File: src/rtl/ds_burst_frame_collector.sv
// ds_burst_frame_collector
//   Re-frames the downstream-burst payload beat stream (valid-only, no
//   backpressure) into a valid/ready stream with last, byte keep, error flag
//   and channel, buffered in an output FIFO. Detects illegal lengths, FIFO
//   overflow and mid-frame timeouts.
//
//   Ports
//     sys_clk_i, rst_n_i        clock, async active-low reset
//     ds_burst_valid_i/data_i   input beat strobe and 128-bit beat (byte 0 at [127:120])
//     field_len_i, channel_i    frame length in bytes and channel, stable per frame
//     m_valid_o/m_ready_i       output handshake; m_data/keep/last/err/channel_o payload
//     frame_done_o              pulse after the final beat of a frame is counted
//     len_err_o/ovf_err_o/tmo_err_o  error pulses
//     good_frame_cnt_o/err_frame_cnt_o  frame statistics (COLLECTOR_STAT_EN)
//
//   Build option: define COLLECTOR_STAT_EN to generate the saturating frame
//   counters; otherwise both counter ports are tied to zero.
module ds_burst_frame_collector #(
  parameter int FIFO_DEPTH  = 16,
  parameter int MAX_LEN     = 4096,
  parameter int TIMEOUT_CYC = 1024
) (
  input  logic         sys_clk_i,
  input  logic         rst_n_i,
  input  logic         ds_burst_valid_i,
  input  logic [127:0] ds_burst_data_i,
  input  logic [15:0]  field_len_i,
  input  logic [7:0]   channel_i,
  output logic         m_valid_o,
  input  logic         m_ready_i,
  output logic [127:0] m_data_o,
  output logic [15:0]  m_keep_o,
  output logic         m_last_o,
  output logic         m_err_o,
  output logic [7:0]   m_channel_o,
  output logic         frame_done_o,
  output logic         len_err_o,
  output logic         ovf_err_o,
  output logic         tmo_err_o,
  output logic [15:0]  good_frame_cnt_o,
  output logic [15:0]  err_frame_cnt_o
);
  localparam int AW = $clog2(FIFO_DEPTH);
  localparam int TW = $clog2(TIMEOUT_CYC + 1);

  typedef struct packed {
    logic [127:0] data;
    logic [15:0]  keep;
    logic         last;
    logic         err;
    logic [7:0]   ch;
  } beat_t;

  typedef enum logic { IDLE, COLLECT } state_t;

  // Keep mask for the final beat: top len[3:0] bytes, or all 16 when aligned.
  function automatic logic [15:0] tail_keep(input logic [3:0] r);
    return (r == 4'd0) ? 16'hFFFF : ~(16'hFFFF >> r);
  endfunction

  function automatic beat_t term_beat(input logic [7:0] ch);
    beat_t b;
    b      = '0;
    b.last = 1'b1;
    b.err  = 1'b1;
    b.ch   = ch;
    return b;
  endfunction

  state_t         state_q, state_d;
  logic [3:0]     len_lo_q, len_lo_d;
  logic [7:0]     chan_q, chan_d;
  logic [16:0]    exp_q, exp_d;
  logic [16:0]    cnt_q, cnt_d;
  logic           ferr_q, ferr_d;
  logic [TW-1:0]  tmo_q, tmo_d;
  logic           pend_q, pend_d;
  logic [7:0]     pend_ch_q, pend_ch_d;
  logic           done_q, done_d, len_err_q, len_err_d;
  logic           ovf_q, ovf_d, tmo_err_q, tmo_err_d;

  beat_t          mem_q [FIFO_DEPTH];
  logic [AW-1:0]  wr_q, rd_q;
  logic [AW:0]    fcnt_q;

  logic           pop, space, pend_push, slot, len_bad;
  logic [16:0]    exp_in;
  logic           beat_v, beat_last, beat_base_err;
  logic [15:0]    beat_keep;
  logic [7:0]     beat_ch;
  logic           push;
  beat_t          push_beat, head;

  assign pop       = m_valid_o & m_ready_i;
  // A pop in the same cycle frees the slot, so a full FIFO can still accept.
  assign space     = (fcnt_q != (AW+1)'(FIFO_DEPTH)) | pop;
  // A pending terminator owns the first free slot ahead of any beat.
  assign pend_push = pend_q & space;
  assign slot      = space & ~pend_push;
  assign len_bad   = (field_len_i == 16'd0) || (field_len_i > 16'(MAX_LEN));
  assign exp_in    = ({1'b0, field_len_i} + 17'd15) >> 4;

  always_comb begin
    state_d       = state_q;
    len_lo_d      = len_lo_q;
    chan_d        = chan_q;
    exp_d         = exp_q;
    cnt_d         = cnt_q;
    ferr_d        = ferr_q;
    tmo_d         = tmo_q;
    pend_d        = pend_q;
    pend_ch_d     = pend_ch_q;
    done_d        = 1'b0;
    len_err_d     = 1'b0;
    ovf_d         = 1'b0;
    tmo_err_d     = 1'b0;
    beat_v        = 1'b0;
    beat_last     = 1'b0;
    beat_keep     = 16'hFFFF;
    beat_base_err = 1'b0;
    beat_ch       = chan_q;
    push          = pend_push;
    push_beat     = term_beat(pend_ch_q);
    if (pend_push) pend_d = 1'b0;

    case (state_q)
      IDLE: begin
        if (ds_burst_valid_i) begin
          if (len_bad) begin
            len_err_d = 1'b1;
          end else begin
            len_lo_d  = field_len_i[3:0];
            chan_d    = channel_i;
            exp_d     = exp_in;
            cnt_d     = 17'd1;
            tmo_d     = '0;
            beat_v    = 1'b1;
            beat_last = (exp_in == 17'd1);
            beat_keep = beat_last ? tail_keep(field_len_i[3:0]) : 16'hFFFF;
            beat_ch   = channel_i;
            state_d   = beat_last ? IDLE : COLLECT;
          end
        end
      end
      COLLECT: begin
        if (ds_burst_valid_i) begin
          cnt_d         = cnt_q + 17'd1;
          tmo_d         = '0;
          beat_v        = 1'b1;
          beat_last     = ((cnt_q + 17'd1) == exp_q);
          beat_keep     = beat_last ? tail_keep(len_lo_q) : 16'hFFFF;
          beat_base_err = ferr_q;
          if (beat_last) state_d = IDLE;
        end else if (tmo_q == TW'(TIMEOUT_CYC - 1)) begin
          tmo_err_d = 1'b1;
          tmo_d     = '0;
          state_d   = IDLE;
          if (slot) begin
            push      = 1'b1;
            push_beat = term_beat(chan_q);
          end else begin
            pend_d    = 1'b1;
            pend_ch_d = chan_q;
          end
        end else begin
          tmo_d = tmo_q + TW'(1);
        end
      end
      default: state_d = IDLE;
    endcase

    // Dropped beats still advance the frame; a dropped last beat owes a terminator.
    if (beat_v) begin
      if (slot) begin
        push      = 1'b1;
        push_beat = '{data: ds_burst_data_i, keep: beat_keep, last: beat_last,
                      err: beat_last & beat_base_err, ch: beat_ch};
        ferr_d    = beat_base_err;
      end else begin
        ovf_d  = 1'b1;
        ferr_d = 1'b1;
        if (beat_last) begin
          pend_d    = 1'b1;
          pend_ch_d = beat_ch;
        end
      end
      done_d = beat_last;
    end
  end

  always_ff @(posedge sys_clk_i or negedge rst_n_i) begin
    if (!rst_n_i) begin
      state_q   <= IDLE;
      len_lo_q  <= '0;
      chan_q    <= '0;
      exp_q     <= '0;
      cnt_q     <= '0;
      ferr_q    <= 1'b0;
      tmo_q     <= '0;
      pend_q    <= 1'b0;
      pend_ch_q <= '0;
      done_q    <= 1'b0;
      len_err_q <= 1'b0;
      ovf_q     <= 1'b0;
      tmo_err_q <= 1'b0;
      wr_q      <= '0;
      rd_q      <= '0;
      fcnt_q    <= '0;
    end else begin
      state_q   <= state_d;
      len_lo_q  <= len_lo_d;
      chan_q    <= chan_d;
      exp_q     <= exp_d;
      cnt_q     <= cnt_d;
      ferr_q    <= ferr_d;
      tmo_q     <= tmo_d;
      pend_q    <= pend_d;
      pend_ch_q <= pend_ch_d;
      done_q    <= done_d;
      len_err_q <= len_err_d;
      ovf_q     <= ovf_d;
      tmo_err_q <= tmo_err_d;
      if (push) wr_q <= wr_q + AW'(1);
      if (pop)  rd_q <= rd_q + AW'(1);
      case ({push, pop})
        2'b10:   fcnt_q <= fcnt_q + (AW+1)'(1);
        2'b01:   fcnt_q <= fcnt_q - (AW+1)'(1);
        default: fcnt_q <= fcnt_q;
      endcase
    end
  end

  // Storage needs no reset: outputs are gated by the occupancy count.
  always_ff @(posedge sys_clk_i) begin
    if (push) mem_q[wr_q] <= push_beat;
  end

  assign head         = mem_q[rd_q];
  assign m_valid_o    = (fcnt_q != '0);
  assign m_data_o     = m_valid_o ? head.data : '0;
  assign m_keep_o     = m_valid_o ? head.keep : '0;
  assign m_last_o     = m_valid_o & head.last;
  assign m_err_o      = m_valid_o & head.err;
  assign m_channel_o  = m_valid_o ? head.ch : '0;
  assign frame_done_o = done_q;
  assign len_err_o    = len_err_q;
  assign ovf_err_o    = ovf_q;
  assign tmo_err_o    = tmo_err_q;

`ifdef COLLECTOR_STAT_EN
  logic [15:0] good_q, bad_q;
  logic        good_inc, bad_inc;

  // ferr_d already reflects a drop of the final beat itself.
  assign good_inc = done_d & ~ferr_d;
  assign bad_inc  = len_err_d | tmo_err_d | (done_d & ferr_d);

  always_ff @(posedge sys_clk_i or negedge rst_n_i) begin
    if (!rst_n_i) begin
      good_q <= '0;
      bad_q  <= '0;
    end else begin
      if (good_inc && good_q != 16'hFFFF) good_q <= good_q + 16'd1;
      if (bad_inc  && bad_q  != 16'hFFFF) bad_q  <= bad_q + 16'd1;
    end
  end

  assign good_frame_cnt_o = good_q;
  assign err_frame_cnt_o  = bad_q;
`else
  assign good_frame_cnt_o = 16'd0;
  assign err_frame_cnt_o  = 16'd0;
`endif

endmodule
File: config.mk
export PLATFORM = sky130hd
export DESIGN_NAME = ds_burst_frame_collector
export DESIGN_NICKNAME = d
export VERILOG_FILES = /design/src/rtl/ds_burst_frame_collector.sv
export SDC_FILE = /design/constraint.sdc
export NUM_CORES = 2
export LEC_CHECK = 0
export CORE_ASPECT_RATIO = 2
export CORE_UTILIZATION = 61
export DETAILED_ROUTE_END_ITERATION = 8
export PLACE_DENSITY = 0.8
export SETUP_SLACK_MARGIN = 0.05
export SYNTH_ARGS = -nofsm -noshare
export SYNTH_HDL_FRONTEND = slang
export SYNTH_SLANG_ARGS = --single-unit
export TNS_END_PERCENT = 20
File: constraint.sdc
create_clock -name sys_clk_i -period 19.75 [get_ports sys_clk_i]
set_input_delay 3.95 -clock sys_clk_i [delete_from_list [all_inputs] [get_ports sys_clk_i]]
set_output_delay 3.95 -clock sys_clk_i [all_outputs]
set_load 0.01 [all_outputs]
Met2 routing:
Drawn at 1 px/µm.
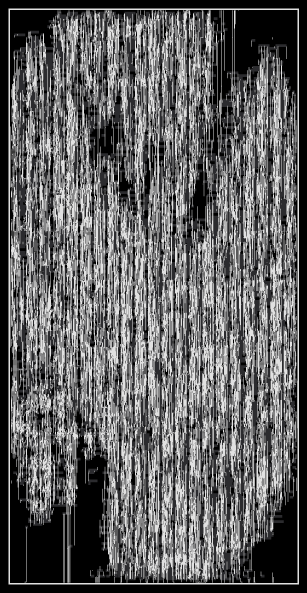
nets with wire on the layer: 4600
share of all routed wire: 54%
main direction: vertical
longest straight run: 171 µm

Routing congestion map:
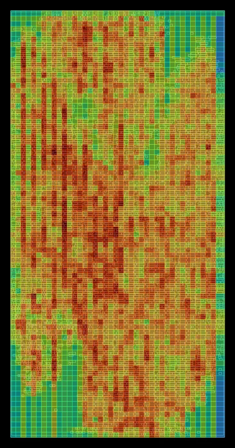
All-Layer GR Usage: 30.1%
drt wl/cell: 34.9 µm

==> impl_metrics.yaml <==
# physical design summary
global_routing:
  antenna_found_initial: 19
  grt_max_degree: 171
  grt_pass1_wl_mm: 351
  overflow: 0
  grt_util_met1_pct: 37.9
  grt_pass1_vias: 50146
  met3_usage_pct: 4.08
  grtUsageMet2_pct: 53.1
job:
  maxCapViolations: 0
  warnings: 41
floorplan:
  dieArea_um2: 165000
  initial_core_util_pct: 61.4
  nWellTaps: 2110
  row_count: 209
  die_x_um: 287
  chipHeight_um: 573
yosys:
  ys_types: 66
  netlist_top_cells_count: "edfxtp_1, mux4_2, and2_1"
  syn-mean-instance-area_um2: 22.8
  synthTopLogicFamily: "multiplexers"
  mux_share_pct: 17.8
  ys_area_um2: 99400
  top_cell_area_share_pct: 74.4
  synth-main-ff-cell: "edfxtp_1"
  xor_area_share_pct: 0.335
  synth-async-reset-ratio_pct: 3.18
  yosysWarnings: 0
  synth_top_cell_by_area: "edfxtp_1"
  synthAoiAreaFrac_pct: 0.914
  synth_stat.cells: 4352
  synthAdderAreaFrac_pct: 0.136
  synth-simple-area-share_pct: 3.09
  ys_top_cells_by_area: "edfxtp_1, mux4_2, dfrtp_1"
  ys_ff: 2545
  netlist_area_um2: 99400
  yosys.stat.seqShare_pct: 76.5
  edf_count: 2464
  synthMostInstantiatedCell: "edfxtp_1"
clock_network:
  cts.sinks: 2545
  cts_hold_buf: 0
  cts-root-buf: "clkbuf_16"
  numCtsBuffers: 208
  tritoncts: "done"
  cts_buffer_depth: 4
  path_clk_slew_ps: 70
  ctsResizeCount: 0
  htreeDepth: 4
  cts_setup_buffers: 0
critical_path:
  slowest_stage: "dfrtp_4"
  crit_chain: "buf_4, buf_4, buf_4, mux4_2, mux4_2, and2_1, clkdlybuf4s50_1"
  cp.depth: 7
  critPathCaptureType: "output port"
  cp-start-kind: "register"
  path_class: "register to output port"
  worstPathArrival_ps: 6660
  crit_buf_inv: 4
  reg2reg_slack_ps: 13760
  required_ps: 15800
  r2r_start: "tmo_q[0]"
  critPathLaunch: "rd_q[0]"
  crit_top_cell: "buf_4"
  r2r-end: "mem_q[9][69]"
  max_stage_delay_ps: 1160
  cp-endpoint: "m_data_o[117]"
  critPathTopFamily: "buffers and inverters"
pwr:
  p_sw_uw: 4500
  pwr-share-comb_pct: 31.6
  p_int_uw: 11100
  p_per_area_nw_per_um2: 140
  pwr.group.combinational_uw: 4940
  finalPower_uw: 15600
  clk-power_uw: 4260
  vdd_drop_max_mv: 0.143
  p_leak_uw: 0.0357
  p_seq_uw: 6440
  switching_share_pct: 28.8
  clockPowerShare_pct: 27.2
  p_seq_share_pct: 41.2
timing:
  fmax_ghz: 0.0942
  slew_headroom_pct: 3.87
  layout_min_cycle_time_ps: 10610
  whs_ps: 480
  hold_viol: 0
  setup_viol: 0
  worst_slew_pin_slew_ps: 1440
  rsz0062_at_grt: "no"
  setup_tns_ps: 0
  finClkSkew_ps: 57.7
  finalMaxSlewViolations: 0
  layout_setup_ws_ps: 9140
  finalCritPeriodShare_pct: 53.7
route:
  postRouteAntennaNets: 0
  wl_met3_mm: 20.8
  drc_errors: 0
  vias: 47832
  wl_mm: 244
  via_per_inst: 6.83
  dr.pass1.iters: 6
  first_iter_violations: 6208
  wl_met1_mm: 82.2
  routed.top_layer: "met5"
final_layout:
  seq_area_um2: 76000
  stdcell_area_um2: 112000
  num_antenna_cells: 4
  reg.largest.list: "mem_q: 2464 flops, cnt_q: 17 flops, exp_q: 13 flops"
  fin_nets: 4886
  buf_share_pct: 3.47
  top_register: "mem_q"
  lay_top_count: "edfxtp_1"
  multi_input_comb_cells: 1549
  final_cell_count_no_fill: 6999
  seq_share_pct: 68.0
  clockBufferCount: 252
  signal_buffers: 398
  area_growth_pct: 12.5
  dominant_cells: "sequential cells"
  comb_area_share_pct: 20.0
  ff_count: 2545
  fill_cells: 9281
  inverters: 18
worst_hold_path:
  hp-class: "register to register"
  holdPathStages: 1
  hold_end: "ferr_q"
  min-delay-start: "ferr_q"
placed_design:
  numPlacedInstances: 6620
  gp_congestion: 0.810
  placed_area_um2: 105000
  port_buffers: 314
  dp_slack_ps: 9590
  dp_hpwl_mm: 123
run_status:
  status: "completed"
Power and IR drop assume default switching activity.
